Figure 1. The metal 1 layer (run 1).
Scale bar: 50 um. Supply wires on this layer in grey.
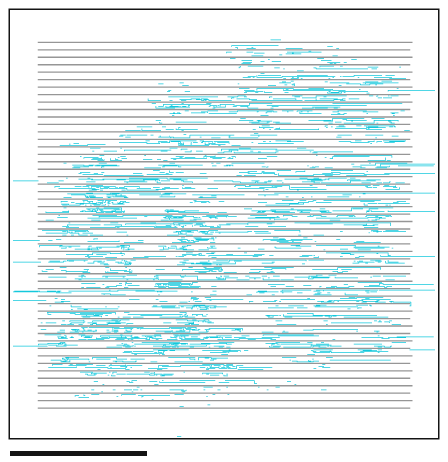
Figure 2. Signal wires on met2 (run 1).
Cells faint in the background.
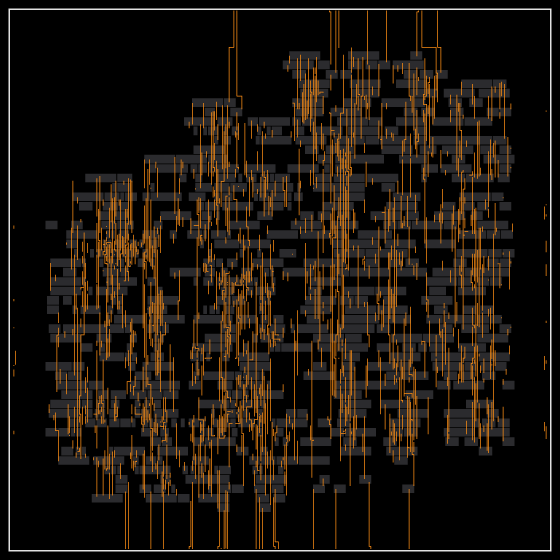
Figure 3. Metal 3 (run 1).
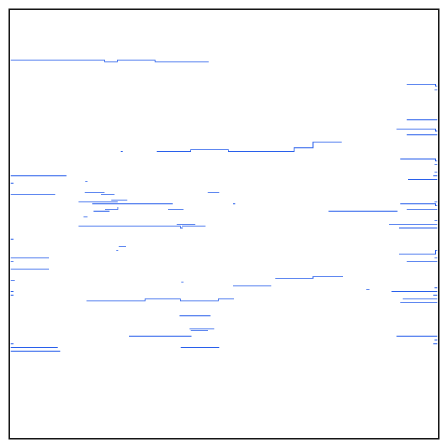
<file path="config.mk">
export PLATFORM = sky130hd
export DESIGN_NAME = kftvga_text_fetch
export DESIGN_NICKNAME = d
export VERILOG_FILES = /design/src/rtl/kftvga_pkg.sv /design/src/rtl/kftvga_cell_fifo.sv /design/src/rtl/kftvga_text_fetch.sv
export SDC_FILE = /design/constraint.sdc
export NUM_CORES = 1
export LEC_CHECK = 0
export CAP_MARGIN = 25
export CORE_MARGIN = 10
export CORE_UTILIZATION = 39
export CTS_BUF_LIST = sky130_fd_sc_hd__clkbuf_4 sky130_fd_sc_hd__clkbuf_8
export DETAILED_ROUTE_END_ITERATION = 12
export PLACE_DENSITY = 0.55
export SLEW_MARGIN = 20
export SYNTH_ARGS = -nofsm -noshare
export SYNTH_HDL_FRONTEND = slang
export SYNTH_SLANG_ARGS = --single-unit
</file>
<file path="constraint.sdc">
create_clock -name clock -period 9.2 [get_ports clock]
set_input_delay 1.38 -clock clock [delete_from_list [all_inputs] [get_ports clock]]
set_output_delay 1.38 -clock clock [all_outputs]
set_load 0.05 [all_outputs]
</file>
<file path="src/rtl/kftvga_pkg.sv">
// kftvga text fetch shared types
// fetch state enum, cell bundle, default geometry
package kftvga_pkg;

  localparam int DEF_COLUMNS      = 80;
  localparam int DEF_ROWS         = 25;
  localparam int DEF_CHAR_HEIGHT  = 16;
  localparam int DEF_FIFO_DEPTH   = 4;
  localparam int DEF_READ_LATENCY = 2;
  localparam int ADDR_W           = 13;

  typedef enum logic [1:0] {
    ST_IDLE,
    ST_FETCH,
    ST_DRAIN,
    ST_DONE
  } fetch_state_t;

  typedef struct packed {
    logic [7:0] code;
    logic [7:0] attribute;
    logic [3:0] scanline;
    logic       last;
  } cell_t;

endpackage

</file>
<file path="src/rtl/kftvga_cell_fifo.sv">
// kftvga cell fifo: sync FIFO, registered head, flush
// ports: clock, reset, flush, push/push_cell, pop_ready, head_valid/head_cell, count
module kftvga_cell_fifo
  import kftvga_pkg::*;
#(
  parameter int DEPTH = DEF_FIFO_DEPTH
) (
  input  logic                       clock,
  input  logic                       reset,
  input  logic                       flush,
  input  logic                       push,
  input  cell_t                      push_cell,
  input  logic                       pop_ready,
  output logic                       head_valid,
  output cell_t                      head_cell,
  output logic [$clog2(DEPTH+1)-1:0] count
);

  localparam int AW = (DEPTH > 1) ? $clog2(DEPTH) : 1;
  localparam int CW = $clog2(DEPTH + 1);

  cell_t          mem [DEPTH];
  logic [AW-1:0]  wr_ptr;
  logic [AW-1:0]  rd_ptr;
  logic           pop;
  logic           push_ok;

  assign head_valid = (count != '0);
  assign head_cell  = mem[rd_ptr];
  assign pop        = head_valid && pop_ready;
  // a full FIFO still takes a push when the head leaves the same cycle
  assign push_ok    = push && ((count != CW'(DEPTH)) || pop);

  always_ff @(posedge clock or posedge reset) begin
    if (reset) begin
      wr_ptr <= '0;
      rd_ptr <= '0;
      count  <= '0;
      for (int i = 0; i < DEPTH; i++) mem[i] <= '0;
    end else if (flush) begin
      wr_ptr <= '0;
      rd_ptr <= '0;
      count  <= '0;
    end else begin
      if (push_ok) begin
        mem[wr_ptr] <= push_cell;
        wr_ptr      <= wr_ptr + AW'(1);
      end
      if (pop) rd_ptr <= rd_ptr + AW'(1);
      count <= count + CW'(push_ok) - CW'(pop);
    end
  end

endmodule

</file>
<file path="src/rtl/kftvga_text_fetch.sv">
// kftvga text fetch: reads one scanline of text cells from VRAM
// ports: clock, reset, frame_start, line_start, start_address,
//   video_address, video_data_in, cell_* stream, line_overrun
module kftvga_text_fetch
  import kftvga_pkg::*;
#(
  parameter int COLUMNS      = DEF_COLUMNS,
  parameter int ROWS         = DEF_ROWS,
  parameter int CHAR_HEIGHT  = DEF_CHAR_HEIGHT,
  parameter int FIFO_DEPTH   = DEF_FIFO_DEPTH,
  parameter int READ_LATENCY = DEF_READ_LATENCY
) (
  input  logic        clock,
  input  logic        reset,
  input  logic        frame_start,
  input  logic        line_start,
  input  logic [12:0] start_address,
  output logic [12:0] video_address,
  input  logic [15:0] video_data_in,
  output logic        cell_valid,
  input  logic        cell_ready,
  output logic [7:0]  cell_code,
  output logic [7:0]  cell_attribute,
  output logic [3:0]  cell_scanline,
  output logic        cell_last,
  output logic        line_overrun
);

  localparam int COL_W = $clog2(COLUMNS);
  localparam int ROW_W = $clog2(ROWS + 1);
  localparam int CNT_W = $clog2(FIFO_DEPTH + 1);
  localparam int SUM_W = CNT_W + 1;
  localparam int RL    = READ_LATENCY;

  localparam logic [COL_W-1:0] COL_LAST  = COL_W'(COLUMNS - 1);
  localparam logic [ROW_W-1:0] ROW_END   = ROW_W'(ROWS);
  localparam logic [3:0]       SCAN_LAST = 4'(CHAR_HEIGHT - 1);
  localparam logic [12:0]      STRIDE    = 13'(COLUMNS);

  fetch_state_t     state;
  logic [12:0]      row_addr_q;
  logic [ROW_W-1:0] row_q;
  logic [3:0]       scan_q;
  logic [COL_W-1:0] col_q;
  logic [CNT_W-1:0] inflight_q;
  logic [CNT_W-1:0] fifo_count;
  logic             issue_q;
  logic             issue_last_q;
  logic [RL-1:0]    pipe_v;
  logic [RL-1:0]    pipe_last;

  logic             busy;
  logic             overrun;
  logic             flush;
  logic             room;
  logic             issue;
  logic             scan_wrap;
  logic [3:0]       nxt_scan;
  logic [ROW_W-1:0] nxt_row;
  logic [12:0]      nxt_row_addr;
  cell_t            push_cell;
  cell_t            head_cell;

  assign busy    = (state == ST_FETCH) || (state == ST_DRAIN);
  assign overrun = line_start && !frame_start && busy;
  assign flush   = frame_start || overrun;
  // only registered counts gate issue: cell_ready never reaches the address
  assign room    = ({1'b0, fifo_count} + {1'b0, inflight_q})
                 < SUM_W'(FIFO_DEPTH);
  assign issue   = (state == ST_FETCH) && !flush && room;

  assign scan_wrap    = (scan_q == SCAN_LAST);
  assign nxt_scan     = scan_wrap ? 4'd0 : scan_q + 4'd1;
  assign nxt_row      = scan_wrap ? row_q + ROW_W'(1) : row_q;
  assign nxt_row_addr = scan_wrap ? row_addr_q + STRIDE : row_addr_q;

  always_ff @(posedge clock or posedge reset) begin
    if (reset) begin
      state         <= ST_IDLE;
      row_addr_q    <= '0;
      row_q         <= '0;
      scan_q        <= '0;
      col_q         <= '0;
      video_address <= '0;
      line_overrun  <= 1'b0;
    end else begin
      line_overrun <= overrun;
      if (issue) video_address <= row_addr_q + 13'(col_q);
      if (frame_start) begin
        row_addr_q <= start_address;
        row_q      <= '0;
        scan_q     <= '0;
        col_q      <= '0;
        state      <= line_start ? ST_FETCH : ST_IDLE;
      end else if (overrun) begin
        row_addr_q <= nxt_row_addr;
        row_q      <= nxt_row;
        scan_q     <= nxt_scan;
        col_q      <= '0;
        state      <= (nxt_row == ROW_END) ? ST_IDLE : ST_FETCH;
      end else begin
        unique case (state)
          ST_IDLE: begin
            if (row_q == ROW_END) begin
              state <= ST_DONE;
            end else if (line_start) begin
              col_q <= '0;
              state <= ST_FETCH;
            end
          end
          ST_FETCH: begin
            if (issue) begin
              col_q <= col_q + COL_W'(1);
              if (col_q == COL_LAST) state <= ST_DRAIN;
            end
          end
          ST_DRAIN: begin
            if (inflight_q == '0) begin
              row_addr_q <= nxt_row_addr;
              row_q      <= nxt_row;
              scan_q     <= nxt_scan;
              state      <= ST_IDLE;
            end
          end
          ST_DONE: state <= ST_DONE;
          default: state <= ST_IDLE;
        endcase
      end
    end
  end

  // issue_q marks the cycle the new address is on the bus;
  // pipe_v[RL-1] marks the cycle its data is on video_data_in
  always_ff @(posedge clock or posedge reset) begin
    if (reset) begin
      issue_q      <= 1'b0;
      issue_last_q <= 1'b0;
      pipe_v       <= '0;
      pipe_last    <= '0;
      inflight_q   <= '0;
    end else if (flush) begin
      issue_q      <= 1'b0;
      issue_last_q <= 1'b0;
      pipe_v       <= '0;
      pipe_last    <= '0;
      inflight_q   <= '0;
    end else begin
      issue_q      <= issue;
      issue_last_q <= (col_q == COL_LAST);
      pipe_v[0]    <= issue_q;
      pipe_last[0] <= issue_last_q;
      for (int i = 1; i < RL; i++) begin
        pipe_v[i]    <= pipe_v[i-1];
        pipe_last[i] <= pipe_last[i-1];
      end
      inflight_q <= inflight_q + CNT_W'(issue)
                  - CNT_W'(pipe_v[RL-1]);
    end
  end

  assign push_cell = '{
    code:      video_data_in[7:0],
    attribute: video_data_in[15:8],
    scanline:  scan_q,
    last:      pipe_last[RL-1]
  };

  kftvga_cell_fifo #(
    .DEPTH(FIFO_DEPTH)
  ) u_fifo (
    .clock      (clock),
    .reset      (reset),
    .flush      (flush),
    .push       (pipe_v[RL-1]),
    .push_cell  (push_cell),
    .pop_ready  (cell_ready),
    .head_valid (cell_valid),
    .head_cell  (head_cell),
    .count      (fifo_count)
  );

  assign cell_code      = head_cell.code;
  assign cell_attribute = head_cell.attribute;
  assign cell_scanline  = head_cell.scanline;
  assign cell_last      = head_cell.last;

endmodule

</file>
==> flow_summary.yaml, run 1 <==
# flow metrics
run_status:
  run_status: "completed"
synthesis:
  post_synth_num_cell_types: 55
  ys.warnings.count: 0
  most_common_cell: "sky130_fd_sc_hd__dfrtp_1"
  synth_flop_count: 145
  postSynthNetCount: 649
  edf_count: 0
  synth_top_cell_by_area: "sky130_fd_sc_hd__dfrtp_1"
power:
  pwr-share-seq_pct: 38.2
  share_of_power_burned_in_the_clock_network_pct: 24.2
  vdd_ir_drop_max_uv: 125.4
timing:
  timing.setup.tns_ps: 0
  fmax_mhz: 216.6
  finalHoldViolations: 0
  final.period_utilization_pct: 50.18
  setup_viol_count_final: 0
  drv_slew: 0
critical_path:
  cp.arrival_ps: 4930
  critical_path.max_fanout: 28
  critical_path.endpoint: "inflight_q[2]$_DFF_PP0_"
  criticalPathCategory: "input port to flop"
finish:
  clkbuf_count: 19
  multiInputGateArea_mm2: 0.003309
  layout.non_clock_buffers: 77
  nNetsFinal: 717
  comb_share_pct: 38.75
  layout.clock.cell_area_share_pct: 4.849
  ff_latch_area_mm2: 0.003628
  antenna-diode-count: 0
global_routing:
  grt_remaining_overflow: 0
  grt_first_pass_wirelength_um: 25980
  global_route.peak_usage_layer: "met2"
  antenna_found_initial: 0
  grt_start_max_net_pins: 76
clocking:
  clock_buffer_count_from_cts: 17
  post_cts_resized: 0
  holdBufCountCts: 0
  clk_transition_reported_paths_ps: 80
  ctsLongestPathBuffers: 2
  clock.latency.late_pin_ps: 440
route:
  met3_length_um: 788
  wl_met2_um: 7437
  firstDrtPassIters: 4
  detail_route.iter0.violations: 216
  m1WireLength_um: 6944
  drc_errors: 0
  route.top_layer_used: "met4"
floorplan:
  floorplanUtilization_pct: 39.85
  chipWidth_um: 155.9
min_path:
  worst_hold_path_type: "flop to flop"
  min_path_cells: 1
placement:
  gp_routability_congestion: 0.8092
job:
  timing.max_cap.violations: 0
  warning_count: 34
About Figure 1:
nets with wire on the layer	660
longest straight run	58.4 um
main direction	horizontal
routed via count: 4716
global routing usage on met1: 17.51%
wire length after detailed routing: 15380 um

About Figure 2:
share of all routed wire	48%
nets with wire on the layer	625
longest straight run	54.1 um
global routing met2 resource utilization: 20.85%

About Figure 3:
main direction	horizontal
wire length on this layer	789 um
met3 usage: 3.750%

[run 1: kinds of logic (layout without fill, tap and decap cells)]
group,after synthesis,count (layout),synth area share (%)
AND-OR/OR-AND,94,94,8.125
XOR/XNOR,22,22,2.674
AND/OR/NAND/NOR,130,130,8.681
buffers and inverters,51,131,3.767
multiplexers,113,113,20.89
adder cells (fa/ha/maj),30,30,5.521
flip-flops,145,145,50.35
[run 1: flip-flops by register name, indices dropped and copies added (netlist names)]
name and count:
u_fifo.mem 84, row_addr_q 13, video_address 13, col_q 7, row_q 5, scan_q 4
inflight_q 3, u_fifo.count 3, pipe_last 2, pipe_v 2, state 2, u_fifo.rd_ptr 2
u_fifo.wr_ptr 2, issue_last_q 1, issue_q 1, line_overrun 1
[run 1: critical path: stages]
cell	delay, ps
sky130_fd_sc_hd__clkdlybuf4s50_1	390
sky130_fd_sc_hd__buf_4	230
sky130_fd_sc_hd__a21oi_1	670
sky130_fd_sc_hd__nand2_1	210
sky130_fd_sc_hd__nor2_1	290
sky130_fd_sc_hd__inv_1	380
sky130_fd_sc_hd__ha_1	410
sky130_fd_sc_hd__inv_1	50
sky130_fd_sc_hd__ha_1	130
sky130_fd_sc_hd__inv_1	50
sky130_fd_sc_hd__fa_1	370
sky130_fd_sc_hd__xor2_1	170
sky130_fd_sc_hd__xnor2_1	130
sky130_fd_sc_hd__nor2_1	50
[run 1: power by group through the flow]
stage | combinational (mW) | clock [mW] | sequential (mW)
after CTS | 0.835 | 0.549 | 0.837
after global placement | 0.819 | 0 | 0.842
after global routing | 0.898 | 0.577 | 0.853
after detailed placement | 0.831 | 0 | 0.848
after floorplan | 0.521 | 0 | 0.908
final | 0.824 | 0.529 | 0.835
==> run 2, diff against run 1 <==
==> constraint.sdc (replaced) <==
create_clock -name clock -period 4.6 [get_ports clock]
set_input_delay 0.69 -clock clock [delete_from_list [all_inputs] [get_ports clock]]
set_output_delay 0.69 -clock clock [all_outputs]
set_load 0.05 [all_outputs]
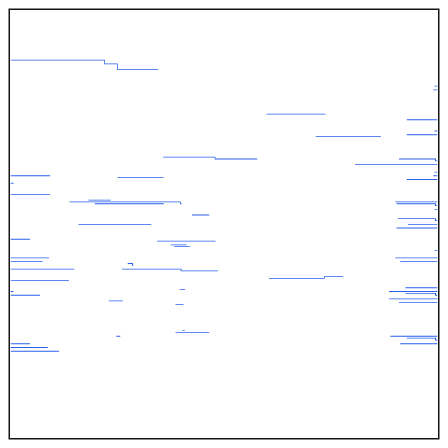
Figure 4: run 2, metal 3.
nets with wire on the layer	52
share of all routed wire	5.3%
main direction	horizontal
met3 usage: 3.998%
wire length after detailed routing: 15550 um

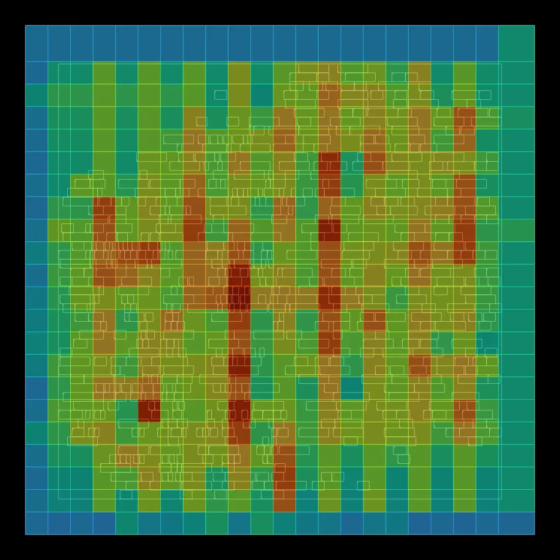
Figure 5: run 2, congestion heat map.
GRT Resource Usage Total: 13.02%
routed wirelength normalized by instance count: 17.35 um
gr busiest metal: met2
global routing met2 resource utilization: 21.16%

==> run 2 against run 1 <==
  * Cell area fell by 0.44%
  * Critical path type is now flop to output port
  * Clock-buffer cell count rose by 1
  * First-iteration DRC count fell by 9.7%
  * Global-route usage fell by 0.26 points
  * Clock power rose by 100%
  * Worst hold slack got worse by 3.0 ps
==> flow_summary.yaml, run 2 <==
# flow metrics
synthesis:
  yosys.area_share.aoi_pct: 8.125
  postSynthNetCount: 649
  ys.warnings.count: 0
  xor_share_pct: 2.674
  post_synth_num_cell_types: 55
  yosys-dominant-comb-family: "multiplexers"
  post_synth_mux_area_share_pct: 20.89
  most_common_cell: "sky130_fd_sc_hd__dfrtp_1"
  ys_sh_simple_pct: 8.681
  synth_flop_count: 145
timing:
  finalHoldViolations: 0
  fmax_mhz: 274.5
  drv_slew: 0
  final.period_utilization_pct: 79.20
  timing.setup.tns_ps: 0
  setup_viol_count_final: 0
floorplan:
  chipWidth_um: 155.9
  floorplanUtilization_pct: 39.85
clocking:
  clock_buffer_count_from_cts: 17
  clk_transition_reported_paths_ps: 80
  ctsLongestPathBuffers: 2
  holdBufCountCts: 0
  clock.latency.late_pin_ps: 440
finish:
  layout_top_registers: "u_fifo.mem (84), row_addr_q (13), video_address (13)"
  antenna-diode-count: 0
  nNetsFinal: 719
  largest_register_ff_count: 84
  registers.top_by_ff_count: "u_fifo.mem"
min_path:
  min_path_cells: 1
power:
  power.sequential.total_mw: 1.69
  pwr-share-seq_pct: 38.4
  vdd_ir_drop_max_uv: 371.6
  pwr.group.combinational_mw: 1.63
  share_of_power_burned_in_the_clock_network_pct: 24.5
  power-top-group: "sequential cells"
  clk-power_mw: 1.08
global_routing:
  antenna_found_initial: 0
  grt_start_max_net_pins: 94
  grt.met1_usage_pct: 16.25
  grt_first_pass_wirelength_um: 25740
placement:
  gp_routability_congestion: 0.8635
critical_path:
  path_delay_family: "buffers and inverters"
  critical_path_cell_count: 3
  worstPathCellList: "buf_4 > mux4_2 > clkdlybuf4s50_1"
  cpMaxStageDelayCell: "sky130_fd_sc_hd__dfrtp_1"
  critical_path.endpoint: "cell_attribute[7]"
  critical_path.max_fanout: 14
  worst_path_largest_cell_delay_ps: 880
  cp.buffers_inverters: 2
  criticalPathCategory: "flop to output port"
job:
  timing.max_cap.violations: 0
  warning_count: 34
route:
  wl_met2_um: 7565
  firstDrtPassIters: 4
  met3_length_um: 824
run_status:
  run_status: "completed"
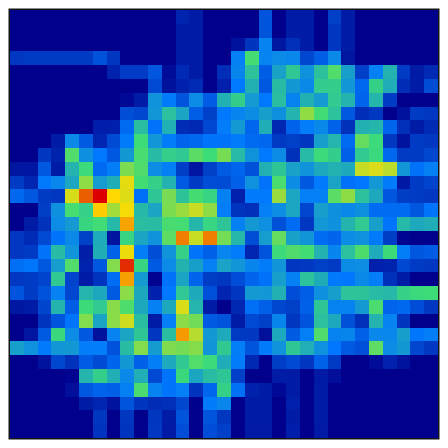
Figure 6: run 2, routed metal per tile.
The die is cut into 31 by 31 equal tiles; dark blue is low, red is high, scaled to the fullest tile. Values are wire area over tile area, all layers added.
nearly empty tiles	25%
fullest tile	0.48
tiles over half the peak	7.7%
mean over tiles	0.10
emptiest ninth of the die	upper left
routed via count: 4745

run 2: cell types whose count changed in the layout (fill, tap and decap cells not counted), sizes merged:
cell,delta
clkbuf,+1
clkinv,-1
buf,+2
run 2: area by class of cell:
cell class	count	area, um^2	share of cell area (%)
Inverter	23	91.34	1.074
Clock inverter	11	155.1	1.825
Tap cell	229	286.5	3.370
Clock buffer	20	269.0	3.164
Timing Repair Buffer	79	765.7	9.005
Multi-Input combinational cell	389	3307	38.89
Sequential cell	145	3628	42.67
run 2: per-stage QoR:
step / std cells / total power [mW] / util, % / hold WS, ps / cell area [um^2]
finish: 896 / 4.401 / 47.01 / 455.2 / 8503
global route: 896 / 4.658 / 47.01 / 478.5 / 8503
CTS: 896 / 4.459 / 47.01 / 465.3 / 8503
detailed placement: 865 / 3.363 / 44.67 / 443.0 / 8079
global placement: 865 / 3.326 / 44.67 / 444.4 / 8079
floorplan: 585 / 2.859 / - / 427.7 / 7207
run 2: worst reg2reg max path: stages (launching register included):
cell and delay, ps:
sky130_fd_sc_hd__dfrtp_1 400, sky130_fd_sc_hd__inv_1 100, sky130_fd_sc_hd__ha_1 350, sky130_fd_sc_hd__a21oi_1 140, sky130_fd_sc_hd__buf_4 190, sky130_fd_sc_hd__nand2_1 100, sky130_fd_sc_hd__nor2_1 280, sky130_fd_sc_hd__inv_1 370
sky130_fd_sc_hd__ha_1 400, sky130_fd_sc_hd__inv_1 60, sky130_fd_sc_hd__ha_1 120, sky130_fd_sc_hd__inv_1 50, sky130_fd_sc_hd__fa_1 370, sky130_fd_sc_hd__xor2_1 170, sky130_fd_sc_hd__xnor2_1 130, sky130_fd_sc_hd__nor2_1 50
Power figures rest on the tool's default switching activity, not on a simulated workload.
